`src/rtl/pipe_hazard_ctrl_pkg.sv`:
```
// Shared encodings for the pipeline hazard controller: register index,
// writeback source, memory response codes and controller states.
package pipe_hazard_ctrl_pkg;

    localparam int REG_IDX_W  = 5;
    localparam int DEST_SRC_W = 2;
    localparam int MEM_CODE_W = 2;
    localparam int WAIT_CNT_W = 16;

    localparam logic [DEST_SRC_W-1:0] DEST_SRC_ALU = 2'd0;
    localparam logic [DEST_SRC_W-1:0] DEST_SRC_MEM = 2'd1;
    localparam logic [DEST_SRC_W-1:0] DEST_SRC_PC  = 2'd2;
    localparam logic [DEST_SRC_W-1:0] DEST_SRC_CSR = 2'd3;

    localparam logic [MEM_CODE_W-1:0] MEM_CODE_OK   = 2'd0;
    localparam logic [MEM_CODE_W-1:0] MEM_CODE_WAIT = 2'd1;
    localparam logic [MEM_CODE_W-1:0] MEM_CODE_ERR  = 2'd2;

    typedef enum logic [1:0] {
        S_RUN   = 2'd0,
        S_WAIT  = 2'd1,
        S_FAULT = 2'd2
    } hz_state_e;

endpackage

```
`src/rtl/pipe_hazard_ctrl_load_use_detect.sv`:
```
// Combinational load-use comparator: flags an id-stage source register that
// depends on a load currently in ex.
module load_use_detect
    import pipe_hazard_ctrl_pkg::*;
(
    input  logic [REG_IDX_W-1:0]  id_rs1,
    input  logic [REG_IDX_W-1:0]  id_rs2,
    input  logic                  id_rs1_en,
    input  logic                  id_rs2_en,
    input  logic [REG_IDX_W-1:0]  ex_dest_reg,
    input  logic [DEST_SRC_W-1:0] ex_dest_src,
    output logic                  hazard
);

    logic ex_is_load;
    logic rs1_hit;
    logic rs2_hit;

    // x0 is hardwired to zero, so a load into it never creates a dependency.
    assign ex_is_load = (ex_dest_src == DEST_SRC_MEM) && (ex_dest_reg != '0);
    assign rs1_hit    = id_rs1_en && (id_rs1 == ex_dest_reg);
    assign rs2_hit    = id_rs2_en && (id_rs2 == ex_dest_reg);
    assign hazard     = ex_is_load && (rs1_hit || rs2_hit);

endmodule

```
`src/rtl/pipe_hazard_ctrl.sv`:
```
// Per-stage stall/clear generation for the fe/id/ex/me/wb pipeline:
// sticky fault, memory wait with timeout, branch flush and load-use bubble.
module pipe_hazard_ctrl
    import pipe_hazard_ctrl_pkg::*;
#(
    parameter int TIMEOUT = 255,
    parameter int CNT_W   = 32
) (
    input  logic                  clk,
    input  logic                  aresetn,
    input  logic [REG_IDX_W-1:0]  i_id_rs1,
    input  logic [REG_IDX_W-1:0]  i_id_rs2,
    input  logic                  i_id_rs1_en,
    input  logic                  i_id_rs2_en,
    input  logic [REG_IDX_W-1:0]  i_ex_dest_reg,
    input  logic [DEST_SRC_W-1:0] i_ex_dest_src,
    input  logic                  i_ex_branch_taken,
    input  logic                  i_me_mem_op,
    input  logic [MEM_CODE_W-1:0] i_mem_res_code,
    output logic                  o_fe_stall,
    output logic                  o_id_stall,
    output logic                  o_ex_stall,
    output logic                  o_me_stall,
    output logic                  o_wb_stall,
    output logic                  o_fe_clr,
    output logic                  o_id_clr,
    output logic                  o_ex_clr,
    output logic                  o_me_clr,
    output logic                  o_wb_clr,
    output logic                  o_fault,
    output logic [CNT_W-1:0]      o_stall_cnt
);

    localparam logic [WAIT_CNT_W-1:0] TIMEOUT_C = WAIT_CNT_W'(TIMEOUT);

    hz_state_e             state_q, state_d;
    logic [WAIT_CNT_W-1:0] wait_cnt_q, wait_cnt_d;
    logic [CNT_W-1:0]      stall_cnt_q;
    logic                  load_use;
    logic                  mem_wait;
    logic                  mem_err;

    function automatic logic [CNT_W-1:0] sat_inc(input logic [CNT_W-1:0] v);
        return (&v) ? v : v + CNT_W'(1);
    endfunction

    load_use_detect u_load_use_detect (
        .id_rs1      (i_id_rs1),
        .id_rs2      (i_id_rs2),
        .id_rs1_en   (i_id_rs1_en),
        .id_rs2_en   (i_id_rs2_en),
        .ex_dest_reg (i_ex_dest_reg),
        .ex_dest_src (i_ex_dest_src),
        .hazard      (load_use)
    );

    // The reserved code is folded into ERR so any unknown response is fatal.
    assign mem_wait = i_me_mem_op && (i_mem_res_code == MEM_CODE_WAIT);
    assign mem_err  = i_me_mem_op && (i_mem_res_code != MEM_CODE_OK)
                                  && (i_mem_res_code != MEM_CODE_WAIT);

    always_comb begin
        state_d    = state_q;
        wait_cnt_d = wait_cnt_q;
        o_fe_stall = 1'b0;
        o_id_stall = 1'b0;
        o_ex_stall = 1'b0;
        o_me_stall = 1'b0;
        o_wb_stall = 1'b0;
        o_fe_clr   = 1'b0;
        o_id_clr   = 1'b0;
        o_ex_clr   = 1'b0;
        o_me_clr   = 1'b0;
        o_wb_clr   = 1'b0;

        if (!aresetn) begin
            // Hold every stage register empty while reset is asserted.
            o_fe_clr = 1'b1;
            o_id_clr = 1'b1;
            o_ex_clr = 1'b1;
            o_me_clr = 1'b1;
            o_wb_clr = 1'b1;
        end else if (state_q == S_FAULT || mem_err) begin
            state_d    = S_FAULT;
            o_fe_stall = 1'b1;
            o_id_stall = 1'b1;
            o_ex_stall = 1'b1;
            o_me_stall = 1'b1;
            o_wb_stall = 1'b1;
            o_wb_clr   = 1'b1;
        end else if (mem_wait) begin
            // wait_cnt_d counts WAIT cycles including this one.
            wait_cnt_d = wait_cnt_q + WAIT_CNT_W'(1);
            state_d    = (wait_cnt_d == TIMEOUT_C) ? S_FAULT : S_WAIT;
            o_fe_stall = 1'b1;
            o_id_stall = 1'b1;
            o_ex_stall = 1'b1;
            o_me_stall = 1'b1;
            o_wb_clr   = 1'b1;
        end else begin
            state_d    = S_RUN;
            wait_cnt_d = '0;
            if (i_ex_branch_taken) begin
                o_id_clr = 1'b1;
                o_ex_clr = 1'b1;
            end else if (load_use) begin
                o_fe_stall = 1'b1;
                o_id_stall = 1'b1;
                o_ex_clr   = 1'b1;
            end
        end
    end

    always_ff @(posedge clk or negedge aresetn) begin
        if (!aresetn) begin
            state_q     <= S_RUN;
            wait_cnt_q  <= '0;
            stall_cnt_q <= '0;
        end else begin
            state_q    <= state_d;
            wait_cnt_q <= wait_cnt_d;
            if (o_fe_stall) begin
                stall_cnt_q <= sat_inc(stall_cnt_q);
            end
        end
    end

    assign o_fault     = (state_q == S_FAULT);
    assign o_stall_cnt = stall_cnt_q;

endmodule

```
`config.mk`:
```
export PLATFORM = sky130hd
export DESIGN_NAME = pipe_hazard_ctrl
export DESIGN_NICKNAME = d
export VERILOG_FILES = /design/src/rtl/pipe_hazard_ctrl_pkg.sv /design/src/rtl/pipe_hazard_ctrl_load_use_detect.sv /design/src/rtl/pipe_hazard_ctrl.sv
export SDC_FILE = /design/constraint.sdc
export NUM_CORES = 1
export LEC_CHECK = 0
export ABC_AREA = 1
export CAP_MARGIN = 20
export CORE_UTILIZATION = 57
export DETAILED_ROUTE_END_ITERATION = 7
export GPL_TIMING_DRIVEN = 0
export PLACE_DENSITY_LB_ADDON = 0.08
export SKIP_LAST_GASP = 1
export SLEW_MARGIN = 5
export SYNTH_ARGS = -nofsm -noshare
export SYNTH_HDL_FRONTEND = slang
export SYNTH_SLANG_ARGS = --single-unit
```
`constraint.sdc`:
```
create_clock -name clk -period 4 [get_ports clk]
set_input_delay 0.8 -clock clk [delete_from_list [all_inputs] [get_ports clk]]
set_output_delay 0.8 -clock clk [all_outputs]
set_load 0.02 [all_outputs]
```
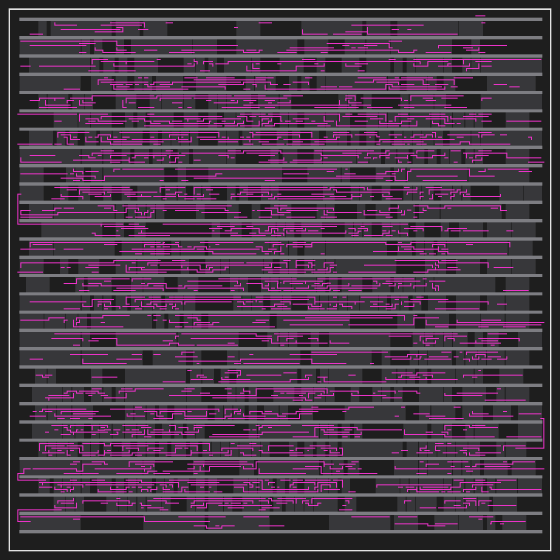
run_1/met1.png
Supply wires on this layer in gray.
main direction: horizontal
share of all routed wire: 48%
longest straight run: 36.3 um
nets with wire on the layer: 564
final WL: 9436 um
GR Util met1: 46.84%
total number of vias: 3,678

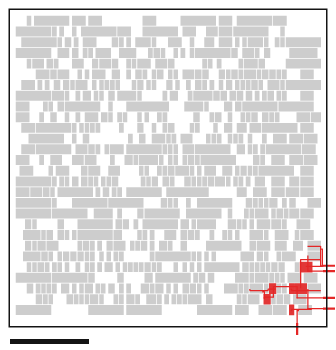
run_1/port_nets.png
The bar under the picture is 20 um long.
| color | port | direction | end cells | buffers | wire |
|---|---|---|---|---|---|
| red | i_id_rs2 | input | 6 | 5 | 94.4 um |
number of top-level design ports: 68
count of input and output buffers: 67

==> flow_summary.html, run 1 <==
<h3>Flow metrics</h3>
<table>
<tr><th>Metric</th><th>Value</th></tr>
<tr><th colspan="2">Status</th></tr>
<tr><td>Outcome</td><td>completed</td></tr>
<tr><th colspan="2">Logic synthesis</th></tr>
<tr><td>Number of register bits inferred by synthesis</td><td>about 50</td></tr>
<tr><td>Yosys stat area</td><td>around 0.0035 sq mm</td></tr>
<tr><td>Yosys warning count</td><td>0</td></tr>
<tr><td>Area fraction of the dominant cell type after synthesis</td><td>35.83%</td></tr>
<tr><td>Yosys cell types</td><td>25</td></tr>
<tr><td>Area of the mapped netlist</td><td>between 0.003 and 0.004 sq mm</td></tr>
<tr><td>Area contributors post-synth</td><td>dfrtp_1, nand2_1, nand3_1</td></tr>
<tr><td>Dominant cell type by area after synthesis</td><td>dfrtp_1</td></tr>
<tr><td>Fraction of the yosys area taken by sequential cells</td><td>~36%</td></tr>
<tr><td>Dominant non-sequential cell family after synthesis</td><td>simple AND/OR/NAND/NOR gates</td></tr>
<tr><td>Fraction of synthesized area in multiplexers</td><td>0%</td></tr>
<tr><td>Cells after Synth</td><td>approximately 520</td></tr>
<tr><td>Avg Synthesized Cell Area</td><td>~6.7 sq um</td></tr>
<tr><td>AND-OR/OR-AND Cells, Area Fraction</td><td>around 4.3%</td></tr>
<tr><td>And+or+nand+nor area frac</td><td>42.39%</td></tr>
<tr><td>Post-synthesis share of cell area spent on xor and xnor gates</td><td>just under 8%</td></tr>
<tr><td># Cells Yosys</td><td>~520</td></tr>
<tr><td>Net Count, Synth</td><td>552</td></tr>
<tr><td>Share of synthesized cell area in full adder, half adder and majority cells</td><td>1.075%</td></tr>
<tr><th colspan="2">Final timing</th></tr>
<tr><td>Max frequency</td><td>between 200 and 300 MHz</td></tr>
<tr><td>Pin slew with the least headroom to its limit</td><td>0.6103 ns</td></tr>
<tr><td>Final hold vios</td><td>0</td></tr>
<tr><td>Final critical path time including I/O delays and setup</td><td>~3.8 ns</td></tr>
<tr><td>Final Max-Slew Violation Tally</td><td>0</td></tr>
<tr><td># setup viols final</td><td>0</td></tr>
<tr><td>Worst Setup Slack, final</td><td>between 0.15 and 0.2 ns</td></tr>
<tr><td>Unrepaired setup endpoints after global routing</td><td>false</td></tr>
<tr><td>Largest clock skew in the final design</td><td>0.007960 ns</td></tr>
<tr><td>Worst hold slack across all endpoints</td><td>around 0.36 ns</td></tr>
<tr><td>Slew margin rel.</td><td>between 50% and 60%</td></tr>
<tr><th colspan="2">Drt</th></tr>
<tr><td>DR WL/cell</td><td>13.98 um</td></tr>
<tr><td>DR pass1 iterations</td><td>5</td></tr>
<tr><td>DRT antenna net count</td><td>0</td></tr>
<tr><td>Mean number of vias per cell</td><td>around 5.4</td></tr>
<tr><td>Violation count after the first detailed-routing iteration</td><td>between 200 and 300</td></tr>
<tr><td>Post-detailed-route DRC marker count</td><td>0</td></tr>
<tr><th colspan="2">Worst hold path</th></tr>
<tr><td>Worst min path class</td><td>in -&gt; async</td></tr>
<tr><th colspan="2">Cells and area</th></tr>
<tr><td>Sequential standard cell area</td><td>~0.0013 sq mm</td></tr>
<tr><td>Cell area after layout</td><td>0.004422 sq mm</td></tr>
<tr><td>Logic area</td><td>slightly below 0.002 sq mm</td></tr>
<tr><td>Fraction of final layout cells with drive strength greater than 1</td><td>under 10%</td></tr>
<tr><td>Layout Area Growth over Synthesis</td><td>26.62%</td></tr>
<tr><td>Final net count</td><td>between 600 and 700</td></tr>
<tr><td>Number of diodes</td><td>0</td></tr>
<tr><td>Fillers</td><td>about 500</td></tr>
<tr><th colspan="2">CTS</th></tr>
<tr><td>CTS tree</td><td>yes</td></tr>
<tr><td>Hold-fix buffers at CTS</td><td>0</td></tr>
<tr><td>Number of buffers between clock root and the deepest sink</td><td>2</td></tr>
<tr><td>CTS Root Buffer Type</td><td>clkbuf_8</td></tr>
<tr><td>Clock transition at the registers of the reported paths</td><td>roughly 0.090 ns</td></tr>
<tr><td>Post-CTS setup buffers</td><td>0</td></tr>
<tr><td>Number of sinks handled by clock tree synthesis</td><td>~50</td></tr>
<tr><td>Clock network latency to the later pin of the worst-skew pair</td><td>0.31 ns</td></tr>
<tr><td>Cts bufs inserted</td><td>5</td></tr>
<tr><td>Level count of the clock H-tree</td><td>2</td></tr>
<tr><th colspan="2">Critical path</th></tr>
<tr><td>Setup slack on the worst flop-to-flop path</td><td>approximately 1.9 ns</td></tr>
<tr><td>Worst path depth</td><td>12</td></tr>
<tr><td>Category of the worst setup path launch point</td><td>input port</td></tr>
<tr><td>Required time of the worst setup path</td><td>3.20 ns</td></tr>
<tr><td>Worst setup path startpoint</td><td>i_ex_dest_reg[3]</td></tr>
<tr><td>Setup crit end</td><td>o_id_stall</td></tr>
<tr><td>RR Endpoint</td><td>o_stall_cnt[11]</td></tr>
<tr><td>Number of cells on the worst reg-to-reg path</td><td>10</td></tr>
<tr><td>Crit-path leading delay family</td><td>buffers and inverters</td></tr>
<tr><td>Slowest cell delay on critical path</td><td>between 0.5 and 0.6 ns</td></tr>
<tr><td>Kind of end point of the critical path</td><td>output port</td></tr>
<tr><td>Critical Path, Cell by Cell</td><td>clkdlybuf4s50_1, inv_1, nand2_1, o21ai_0, nor2_1, nand3_1, nand2_1, nand3_1, nand2_2, buf_4, buf_4, clkdlybuf4s50_1</td></tr>
<tr><td>Slowest stage cell on the critical path</td><td>clkdlybuf4s50_1</td></tr>
<tr><td>Launching point of the worst reg2reg path</td><td>o_stall_cnt[1]</td></tr>
<tr><td>Critical path start-end classification</td><td>in -&gt; out</td></tr>
<tr><td>Max Fanout on Critical Path</td><td>11</td></tr>
<tr><td>CP arrival</td><td>approximately 3 ns</td></tr>
<tr><td>CP Buf/Inv Count</td><td>5</td></tr>
<tr><th colspan="2">Floorplan</th></tr>
<tr><td>Die extent in x</td><td>80.27 um</td></tr>
<tr><td>Area of the core</td><td>roughly 0.006 sq mm</td></tr>
<tr><td>Chip height</td><td>approximately 80 um</td></tr>
<tr><td>Floorplan utilization</td><td>58.98%</td></tr>
<tr><td>Die outline area</td><td>around 0.0064 sq mm</td></tr>
<tr><td>Placement Rows</td><td>28</td></tr>
<tr><th colspan="2">Pwr</th></tr>
<tr><td>Max VDD drop</td><td>0.0002754 V</td></tr>
<tr><td>Cell Pwr Density</td><td>roughly 300 mW/mm^2</td></tr>
<tr><td>Final Power</td><td>1.323 mW</td></tr>
<tr><td>Total leakage power</td><td>around 2.1 nW</td></tr>
<tr><th colspan="2">Placed design</th></tr>
<tr><td>Place WS</td><td>-0.08007 ns</td></tr>
<tr><td>HPWL Detailed</td><td>about 7100 um</td></tr>
<tr><td>Placer's final routability congestion estimate</td><td>0.9074</td></tr>
<tr><td>Area after DPL</td><td>around 0.0043 sq mm</td></tr>
<tr><th colspan="2">GRT</th></tr>
<tr><td>Via count of the first global-routing pass</td><td>between 3,000 and 4,000</td></tr>
<tr><td>First-pass GRT wire length</td><td>~16,000 um</td></tr>
<tr><td>Largest net degree at the start of global routing</td><td>36</td></tr>
<tr><td>Antenna violations before repair</td><td>0</td></tr>
<tr><td>Global route total overflow</td><td>0</td></tr>
<tr><td>Most utilized layer in the global route result</td><td>met2</td></tr>
<tr><td>Met3 usage in global routing</td><td>4.886%</td></tr>
<tr><th colspan="2">Flow run</th></tr>
<tr><td>Total of max-cap violations</td><td>0</td></tr>
<tr><td>Tool warning count</td><td>27</td></tr>
</table>
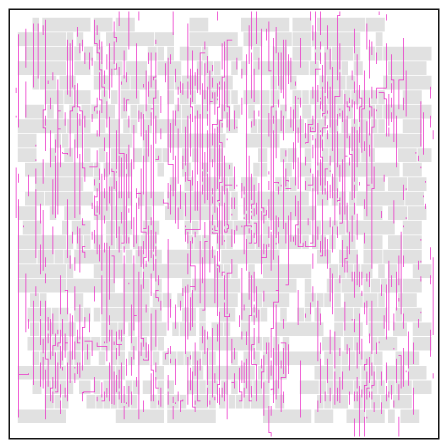
run_1/met2.png
longest straight run: 40.8 um
share of all routed wire: 44%
met2 Usage GRT: 47.44%

-- run 1: metal layers --
layer | wire (um) | vias up
li1 | - | 1817
met1 | 4512 | 1683
met2 | 4106 | 169
met3 | 736 | 9
met4 | 80 | 0
met5 | 0 | -
-- run 1: timing repair --
| item | 4_1_cts | 5_1_grt |
|---|---|---|
| setup endpoints to repair | 2 | 1 |
| pin swaps | 0 | 0 |
| resized | 2 | 2 |
-- run 1: cells in the mapped netlist, drive strengths merged --
master	number
a21oi	5
buf	12
clkbuf	2
dfrtp	50
ha	3
inv	55
nand2	187
nand3	60
nand3b	6
nand4	9
nor2	56
nor3	22
nor3b	1
o21ai	19
o22ai	5
or2	1
xnor2	7
xor2	24
-- run 1: sequential cells by signal (all words and copies together), names as in the netlist --
name	cells
o_stall_cnt	32
state_q	2
wait_cnt_q	16
-- run 1: cells by family after synthesis --
logic type,Yosys count
AND-OR/OR-AND,29
flip-flops,50
buffers and inverters,69
AND/OR/NAND/NOR,342
adder cells (fa/ha/maj),3
XOR/XNOR,31
-- run 1: worst register-to-register path: stages, from the launching register on --
cell	delay, ns
dfrtp_1	0.44
ha_1	0.26
nand3_2	0.19
nor2_2	0.20
nand2_1	0.10
nor3_2	0.19
nand3_2	0.17
nand2_2	0.22
buf_6	0.16
nand2_1	0.05
nand2_1	0.07
-- run 1: metrics by stage --
step | setup TNS [ns] | utilization, % | std cells
floorplan | 0 | - | 524
CTS | 0 | 74.64 | 675
global placement | -46.65 | 71.89 | 666
finish | 0 | 74.68 | 675
global route | 0 | 74.68 | 675
detailed placement | -0.08007 | 72.15 | 667
-- run 1: cell usage in the layout, fill, tap and decap left out, drive strengths merged --
cell type	Yosys	layout
nor2	56	56
nand4	9	9
o22ai	5	5
or2	1	1
nand3b	6	6
bufinv	0	2
buf	12	14
nand3	60	60
ha	3	3
nand2	187	187
xor2	24	24
nor3	22	22
dfrtp	50	50
nor3b	1	1
o21ai	19	19
a21oi	5	5
clkdlybuf4s50	0	66
xnor2	7	7
clkbuf	2	8
inv	55	55
-- run 1: power by group --
| group | total (mW) | internal (mW) | switching (mW) | leakage [nW] |
|---|---|---|---|---|
| clock | 0.442 | 0.267 | 0.175 | 0.0714 |
| sequential | 0.564 | 0.529 | 0.0346 | 0.690 |
| combinational | 0.317 | 0.136 | 0.180 | 1.32 |
| total | 1.32 | 0.932 | 0.391 | 2.09 |
-- run 1: area by class of cell --
type / count / area share [%]
buffer: 14 / 2.179
clock buffer: 6 / 1.868
clock inverter: 2 / 1.358
inverter: 55 / 4.669
multi-input combinational: 405 / 43.94
sequential: 50 / 28.30
tap: 75 / 2.122
timing repair buffer: 68 / 15.56
-- run 1: worst min path at each step --
stage	cells past startpoint	start	end
finish	1	aresetn	o_stall_cnt[22]
global route	1	aresetn	o_stall_cnt[29]
CTS	1	aresetn	o_stall_cnt[1]
detailed placement	2	state_q[0]	state_q[0]
global placement	2	state_q[0]	state_q[0]
floorplan	2	state_q[0]	state_q[0]
==> run 1 -> run 2 <==
--- a/config.mk
+++ b/config.mk
@@ -7,7 +7,7 @@
 export LEC_CHECK = 0
 export ABC_AREA = 1
 export CAP_MARGIN = 20
-export CORE_UTILIZATION = 57
+export CORE_UTILIZATION = 50
 export DETAILED_ROUTE_END_ITERATION = 7
 export GPL_TIMING_DRIVEN = 0
 export PLACE_DENSITY_LB_ADDON = 0.08
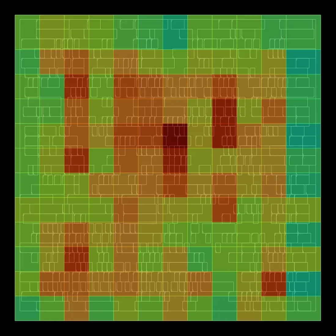
run_2/final_congestion.png
DR WL/cell: 13.97 um
GR Util met1: 41.91%

==> flow_summary.html, run 2 <==
<h3>Flow metrics</h3>
<table>
<tr><th>Metric</th><th>Value</th></tr>
<tr><th colspan="2">GRT</th></tr>
<tr><td>Met3 usage in global routing</td><td>between 4 and 5%</td></tr>
<tr><td>First-pass GRT wire length</td><td>~16,000 um</td></tr>
<tr><td>Largest net degree at the start of global routing</td><td>35</td></tr>
<tr><td>Global routing usage summed across all routing layers</td><td>around 28%</td></tr>
<tr><td>Most utilized layer in the global route result</td><td>met1</td></tr>
<tr><td>Antenna violations before repair</td><td>0</td></tr>
<tr><td>Global route total overflow</td><td>0</td></tr>
<tr><td>Met2 Usage GRT</td><td>about two fifths</td></tr>
<tr><td>Via count of the first global-routing pass</td><td>roughly 3,200</td></tr>
<tr><th colspan="2">Logic synthesis</th></tr>
<tr><td>Most common cell in the synthesized netlist</td><td>nand2_1</td></tr>
<tr><td>Fraction of the yosys area taken by sequential cells</td><td>a little over a third</td></tr>
<tr><td>Area contributors post-synth</td><td>dfrtp_1, nand2_1, nand3_1</td></tr>
<tr><td>Number of register bits inferred by synthesis</td><td>approximately 50</td></tr>
<tr><td>Area fraction of the dominant cell type after synthesis</td><td>a little over a third</td></tr>
<tr><td>Yosys cell types</td><td>25</td></tr>
<tr><td>Flip-flop cell with the highest count after synthesis</td><td>dfrtp_1</td></tr>
<tr><td>Commonest cells in the netlist</td><td>nand2_1, nand3_1, inv_1, nor2_1, dfrtp_1</td></tr>
<tr><td># Cells Yosys</td><td>around 520</td></tr>
<tr><td>Yosys warning count</td><td>0</td></tr>
<tr><td>Fraction of registers with async set or reset after synthesis</td><td>100.0%</td></tr>
<tr><td>Net Count, Synth</td><td>roughly 550</td></tr>
<tr><td>Area of the mapped netlist</td><td>between 0.003 and 0.004 sq mm</td></tr>
<tr><td>Yosys stat area</td><td>0.003492 sq mm</td></tr>
<tr><td>Cells after Synth</td><td>~520</td></tr>
<tr><td>Count of flip-flops with a built-in enable after synthesis</td><td>0</td></tr>
<tr><td>Dominant cell type by area after synthesis</td><td>dfrtp_1</td></tr>
<tr><td>Avg Synthesized Cell Area</td><td>approximately 6.7 sq um</td></tr>
<tr><th colspan="2">Final timing</th></tr>
<tr><td>Final hold vios</td><td>0</td></tr>
<tr><td>Max frequency</td><td>between 200 and 300 MHz</td></tr>
<tr><td>Final critical path time including I/O delays and setup</td><td>~3.8 ns</td></tr>
<tr><td>Worst hold slack across all endpoints</td><td>between 0.3 and 0.4 ns</td></tr>
<tr><td>Share of the cycle needed by the critical path after routing</td><td>95.53%</td></tr>
<tr><td>Largest clock skew in the final design</td><td>0.008846 ns</td></tr>
<tr><td>Slew margin rel.</td><td>between 60% and 70%</td></tr>
<tr><td>Aggregate negative setup slack</td><td>0 ns</td></tr>
<tr><td># setup viols final</td><td>0</td></tr>
<tr><td>Pin slew with the least headroom to its limit</td><td>about 0.59 ns</td></tr>
<tr><td>Final Max-Slew Violation Tally</td><td>0</td></tr>
<tr><th colspan="2">CTS</th></tr>
<tr><td>Number of sinks handled by clock tree synthesis</td><td>about 50</td></tr>
<tr><td>CTS tree</td><td>yes</td></tr>
<tr><td>Cts bufs inserted</td><td>5</td></tr>
<tr><td>Clock network latency to the later pin of the worst-skew pair</td><td>~0.31 ns</td></tr>
<tr><td>CTS Root Buffer Type</td><td>clkbuf_8</td></tr>
<tr><td>Post-CTS setup buffers</td><td>0</td></tr>
<tr><td>Clock transition at the registers of the reported paths</td><td>roughly 0.10 ns</td></tr>
<tr><td>Hold-fix buffers at CTS</td><td>0</td></tr>
<tr><td>Number of buffers between clock root and the deepest sink</td><td>2</td></tr>
<tr><td>Gates resized, CTS repair</td><td>2</td></tr>
<tr><td>Level count of the clock H-tree</td><td>2</td></tr>
<tr><th colspan="2">Floorplan</th></tr>
<tr><td>Die outline area</td><td>around 0.0073 sq mm</td></tr>
<tr><td>Floorplan utilization</td><td>51.69%</td></tr>
<tr><td>Number of top-level design ports</td><td>between 60 and 70</td></tr>
<tr><td>Area of the core</td><td>0.006756 sq mm</td></tr>
<tr><td>Chip height</td><td>85.57 um</td></tr>
<tr><td>Placement Rows</td><td>30</td></tr>
<tr><td>Die extent in x</td><td>roughly 86 um</td></tr>
<tr><th colspan="2">Placed design</th></tr>
<tr><td>HPWL Detailed</td><td>roughly 7000 um</td></tr>
<tr><td>Placed cell count</td><td>672</td></tr>
<tr><td>Count of input and output buffers</td><td>roughly 67</td></tr>
<tr><td>Placer's final routability congestion estimate</td><td>around 0.93</td></tr>
<tr><td>Area after DPL</td><td>0.004278 sq mm</td></tr>
<tr><th colspan="2">Critical path</th></tr>
<tr><td>Max Fanout on Critical Path</td><td>11</td></tr>
<tr><td>Critical Path, Cell by Cell</td><td>clkdlybuf4s50_1, inv_1, nand2_1, o21ai_0, nor2_1, nand3_1, nand2_1, nand3_1, nand2_4, clkbuf_4, buf_4, clkdlybuf4s50_1</td></tr>
<tr><td>Slowest cell delay on critical path</td><td>about 0.59 ns</td></tr>
<tr><td>Crit-path leading delay family</td><td>buffers and inverters</td></tr>
<tr><td>Critical path start-end classification</td><td>in -&gt; out</td></tr>
<tr><td>Slowest stage cell on the critical path</td><td>clkdlybuf4s50_1</td></tr>
<tr><td>Required time of the worst setup path</td><td>around 3.2 ns</td></tr>
<tr><td>CP arrival</td><td>roughly 3.0 ns</td></tr>
<tr><td>CP Buf/Inv Count</td><td>5</td></tr>
<tr><td>Category of the worst setup path launch point</td><td>input port</td></tr>
<tr><td>Kind of end point of the critical path</td><td>output port</td></tr>
<tr><th colspan="2">Cells and area</th></tr>
<tr><td>Final standard cell count with taps included and fillers excluded</td><td>around 680</td></tr>
<tr><td>Layout Area Growth over Synthesis</td><td>25.44%</td></tr>
<tr><td>Most common logic cells in the final layout</td><td>nand2_1, clkdlybuf4s50_1, nand3_1</td></tr>
<tr><td>Leading cell type in the layout, fill and taps excluded</td><td>nand2_1</td></tr>
<tr><td>Fraction of final layout cells with drive strength greater than 1</td><td>around 6.3%</td></tr>
<tr><td>Final net count</td><td>~630</td></tr>
<tr><td>Max reg flops</td><td>32</td></tr>
<tr><td>Number of diodes</td><td>0</td></tr>
<tr><td>Cell area after layout</td><td>~0.0044 sq mm</td></tr>
<tr><th colspan="2">Pwr</th></tr>
<tr><td>Sw frac</td><td>33.07%</td></tr>
<tr><td>Cell Pwr Density</td><td>269.2 mW/mm^2</td></tr>
<tr><td>Total leakage power</td><td>just over 2 nW</td></tr>
<tr><td>Part of the total power dissipated in sequential elements</td><td>47.7%</td></tr>
<tr><td>Part of the power in combinational logic</td><td>between 20 and 30%</td></tr>
<tr><td>Switching power</td><td>roughly 0.39 mW</td></tr>
<tr><td>Fraction of power consumed by the clock network</td><td>25.3%</td></tr>
<tr><td>Max VDD drop</td><td>0.0002323 V</td></tr>
<tr><td>Final Power</td><td>between 1 and 1.5 mW</td></tr>
<tr><td>Cell internal power dissipation</td><td>0.7893 mW</td></tr>
<tr><th colspan="2">Drt</th></tr>
<tr><td>Violation count after the first detailed-routing iteration</td><td>between 200 and 300</td></tr>
<tr><td>Final WL</td><td>~9500 um</td></tr>
<tr><td>Mean number of vias per cell</td><td>roughly 5.3</td></tr>
<tr><td>DR pass1 iterations</td><td>5</td></tr>
<tr><td>Post-detailed-route DRC marker count</td><td>0</td></tr>
<tr><td>DRT antenna net count</td><td>0</td></tr>
<tr><td>Total number of vias</td><td>3,634</td></tr>
<tr><th colspan="2">Flow run</th></tr>
<tr><td>Tool warning count</td><td>27</td></tr>
<tr><td>Total of max-cap violations</td><td>0</td></tr>
<tr><th colspan="2">Worst hold path</th></tr>
<tr><td>Worst min path class</td><td>in -&gt; async</td></tr>
<tr><th colspan="2">Status</th></tr>
<tr><td>Outcome</td><td>completed</td></tr>
</table>
run 2: netlist changes by cell type in the layout (fill, tap and decap cells not counted), sizes merged:
cell	before	now
clkinv	0	2
buf	14	13
bufinv	2	0
clkinvlp	0	1
run 2: layout make-up:
class	count	area (sq um)
Sequential cell	50	1251
Multi-Input combinational cell	405	1948
Tap cell	80	100.1
Clock inverter	3	21.27
Timing Repair Buffer	68	688.2
Inverter	55	206.4
Clock buffer	5	68.82
Fill cell	610	2376
Buffer	14	96.34
run 2: stage by stage:
step	util [%]	setup WS [ns]
final	64.83	0.1788
after global routing	64.83	-0.006988
after CTS	64.72	0.1062
after detailed placement	63.31	-0.1438
after global placement	63.09	-2.076
after floorplan	-	1.353
run 2: final timing paths:
path,start,end,slack (ns),depth (start not counted)
hold reg to reg,state_q[0],state_q[0],0.48,2
setup reg to reg,o_stall_cnt[0],o_stall_cnt[19],1.93,10
setup / recovery,i_ex_dest_reg[3],o_id_stall,0.18,12
min in group clk,state_q[0],state_q[0],0.48,2
max in group asynchronous,aresetn,o_stall_cnt[10],3.17,2
hold / removal,aresetn,o_stall_cnt[31],0.36,1
run 2: logic make-up (layout without fill, tap and decap cells):
group	Yosys count	in the layout	share of synthesized area, %
buf+inv	69	145	8.599
xor+xnor	31	31	7.775
compound gates	29	29	4.335
fa+ha+maj	3	3	1.075
flops	50	50	35.83
simple gates	342	342	42.39
run 2: power by group through the flow:
stage / clock network [mW] / logic (mW) / registers (mW)
detailed placement: 0 / 0.316 / 0.572
global placement: 0 / 0.311 / 0.572
finish: 0.298 / 0.319 / 0.562
floorplan: 0 / 0.154 / 0.589
CTS: 0.310 / 0.318 / 0.562
global route: 0.328 / 0.349 / 0.568
run 2: metal layers:
layer,vias to the layer above,routed length [um]
li1,1825,-
met1,1671,4811
met2,132,3972
met3,6,657
met4,0,61
met5,-,0
Power and IR drop assume default switching activity.
